==> images/final_congestion.png <==
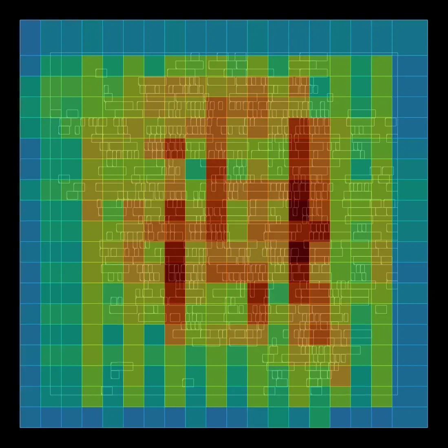
==> images/met1.png <==
Supply wires on this layer in gray.
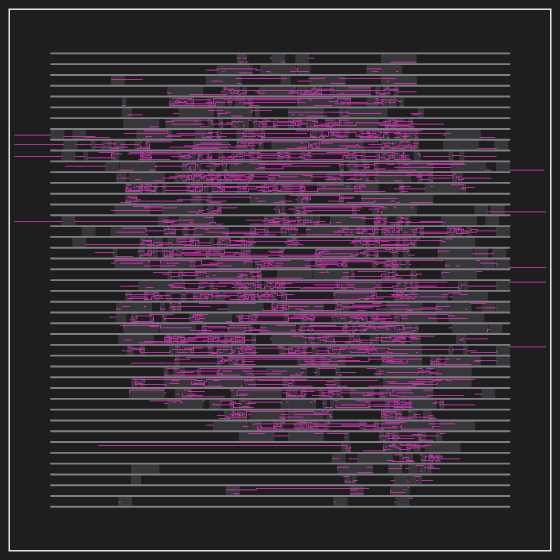
## config.mk

```make
export PLATFORM = sky130hd
export DESIGN_NAME = i2c_slave_regfile
export DESIGN_NICKNAME = d
export VERILOG_FILES = /design/src/rtl/i2c_slave_regfile.sv
export SDC_FILE = /design/constraint.sdc
export NUM_CORES = 1
export LEC_CHECK = 0
export ABC_AREA = 1
export CAP_MARGIN = 20
export CORE_MARGIN = 10
export CORE_UTILIZATION = 35
export DETAILED_ROUTE_END_ITERATION = 10
export PLACE_DENSITY = 0.62
export SETUP_SLACK_MARGIN = 0.5
export SKIP_CTS_REPAIR_TIMING = 1
export SYNTH_ARGS = -nofsm -noshare
export SYNTH_HDL_FRONTEND = slang
export SYNTH_SLANG_ARGS = --single-unit
export TNS_END_PERCENT = 30
```

## constraint.sdc

```tcl
create_clock -name clk -period 2.5 [get_ports clk]
set_input_delay 0.375 -clock clk [delete_from_list [all_inputs] [get_ports clk]]
set_output_delay 0.375 -clock clk [all_outputs]
set_load 0.01 [all_outputs]
```

## src/rtl/i2c_slave_regfile.sv

```systemverilog
// Eight-entry byte register file behind an I2C slave byte interface: the first byte after
// START sets the pointer, later bytes write through it, transmit requests read through it.
module i2c_slave_regfile #(
  parameter logic [7:0] RESET_VAL = 8'h00
) (
  input  logic       clk,
  input  logic       rst,
  input  logic       rx_valid,
  input  logic [7:0] rx_data,
  input  logic       start_det,
  input  logic       stop_det,
  input  logic       tx_req,
  output logic [7:0] tx_data,
  input  logic [2:0] host_addr,
  output logic [7:0] host_rdata,
  output logic       wr_pulse,
  output logic [2:0] wr_addr,
  output logic       addr_err,
  input  logic       clr_err
);

  typedef enum logic [1:0] {StIdle, StPtr, StData} state_e;

  state_e     state_q, state_d;
  logic [2:0] ptr_q, ptr_d;
  logic       err_q, err_d;
  logic [7:0] regs_q [8];
  logic [7:0] tx_data_q, host_rdata_q;
  logic       wr_pulse_q;
  logic [2:0] wr_addr_q;

  logic rx_take, tx_take, ptr_load, data_wr;

  always_comb begin
    // START drops a coincident byte; a received byte pre-empts a coincident tx request.
    rx_take  = rx_valid & ~start_det & (state_q != StIdle);
    tx_take  = tx_req & ~rx_valid;
    ptr_load = rx_take & (state_q == StPtr);
    data_wr  = rx_take & (state_q == StData);

    ptr_d = ptr_q;
    if (ptr_load) begin
      ptr_d = rx_data[2:0];
    end else if (data_wr || tx_take) begin
      ptr_d = ptr_q + 3'd1;
    end

    err_d = (ptr_load & (|rx_data[7:3])) | (err_q & ~clr_err);

    state_d = state_q;
    if (start_det) begin
      state_d = StPtr;
    end else if (stop_det) begin
      state_d = StIdle;
    end else if (ptr_load || (tx_take && state_q == StPtr)) begin
      state_d = StData;
    end
  end

  always_ff @(posedge clk or posedge rst) begin
    if (rst) begin
      state_q      <= StIdle;
      ptr_q        <= 3'd0;
      err_q        <= 1'b0;
      tx_data_q    <= 8'h00;
      host_rdata_q <= 8'h00;
      wr_pulse_q   <= 1'b0;
      wr_addr_q    <= 3'd0;
      for (int i = 0; i < 8; i++) begin
        regs_q[i] <= RESET_VAL;
      end
    end else begin
      state_q      <= state_d;
      ptr_q        <= ptr_d;
      err_q        <= err_d;
      wr_pulse_q   <= data_wr;
      host_rdata_q <= regs_q[host_addr];
      if (data_wr) begin
        regs_q[ptr_q] <= rx_data;
        wr_addr_q     <= ptr_q;
      end
      if (tx_take) begin
        tx_data_q <= regs_q[ptr_q];
      end
    end
  end

  assign tx_data    = tx_data_q;
  assign host_rdata = host_rdata_q;
  assign wr_pulse   = wr_pulse_q;
  assign wr_addr    = wr_addr_q;
  assign addr_err   = err_q;

endmodule
```

==> flow_summary_export.csv <==
group,metric,value,unit
status,status,"complete, no violations",
floorplanning,chip_area,0.0185,sq mm
power_and_ir_drop,cellPowerDensity,818,mW/mm^2
timing,finalClockPeriodUsage,0.720,
timing,worstMarginPinSlew,493,ps
floorplanning,io_pins,39,
floorplanning,num_rows,42,
timing,final.min_clock_period,1800,ps
placed_design,dp_hpwl,8640,microns
final_layout,regArea,0.00225,sq mm
final_layout,final_cells,820,
clock_tree,clkSlewWorstSetupHoldPaths,60,ps
clock_tree,cts_tree,"yes",
critical_path,r2r_cells,4,
critical_path,r2r_setup_slack,740,ps
grt,grtUsageMet3,0.0347,
critical_path,reg2reg_from,"ptr_q[2]",
final_layout,mi_logic_area,0.00200,sq mm
routing,dr.pass1.iters,5,
min_path,holdPathEnd,"regs_q[42]",
min_path,hold_start,"regs_q[42]",
critical_path,start_kind,"input pin",
critical_path,crit_end,"regs_q[57]",
power_and_ir_drop,p_leak,2.62,nW
yosys,synth.distinct_cells,31,
timing,max_freq,556,MHz
power_and_ir_drop,pwr-share-seq,0.388,
final_layout,syn_to_final_growth,18.8,%
yosys,yosysCellCount,609,
timing,timing.final.max_slew_violations,0,
yosys,yosys-top-cells-area,"dfrtp_1, nand2_1, o21ai_1",
routing,via_per_inst,5.11,
power_and_ir_drop,power,4.58,mW
yosys,avgSynthCellArea,7.74,sq um
yosys,yosysTopAreaCellShare,0.478,
power_and_ir_drop,internal-power,3.09,mW
final_layout,drive_gt1_frac,0.107,
yosys,synthMuxAreaShare,0,
grt,busiest_layer,"met2",
critical_path,r2r_end,"regs_q[57]",
clock_tree,clock_latency,350,ps
yosys,ys_top_logic_family,"simple AND/OR/NAND/NOR gates",
yosys,ys_sh_xor,0.00186,
critical_path,cp-startpoint,"rx_valid",
clock_tree,numCtsBuffers,9,
critical_path,path_class,"input pin to flop",
critical_path,slowest_delay,450,ps
yosys,synth_top_flop_cell,"dfrtp_1",
yosys,ys.flops,90,
run,drv_cap,0,
Back to the opening pictures, final_congestion.png:
met1 usage: 0.195
GRT Resource Usage Total: 0.147

Back to the opening pictures, met1.png:
The wires run mostly horizontal. The layer carries 5960 microns of wire.
via count: 4194
Post-Route WL: 13400 microns

## area by class of cell
type                       count  area share
timing repair buffer          48      0.0836
multi-input combinational    412       0.357
sequential                    90       0.402
inverter                      78      0.0545
clock inverter                 5      0.0179
tap                          176      0.0393
clock buffer                  11      0.0451
## power by group through the flow
stage | sequential [mW] | combinational [mW] | clock, mW
floorplan | 1.79 | 0.786 | 0
global placement | 1.79 | 1.18 | 0
detailed placement | 1.80 | 1.20 | 0
CTS | 1.78 | 1.21 | 1.62
global route | 1.80 | 1.33 | 1.67
finish | 1.78 | 1.21 | 1.60
## layer usage
layer / part of all wire / routed length (microns)
met5: 0 / 0
met4: 0.019 / 259
met3: 0.076 / 1020
met2: 0.46 / 6120
met1: 0.45 / 5960
Power figures rest on the tool's default switching activity, not on a simulated workload.
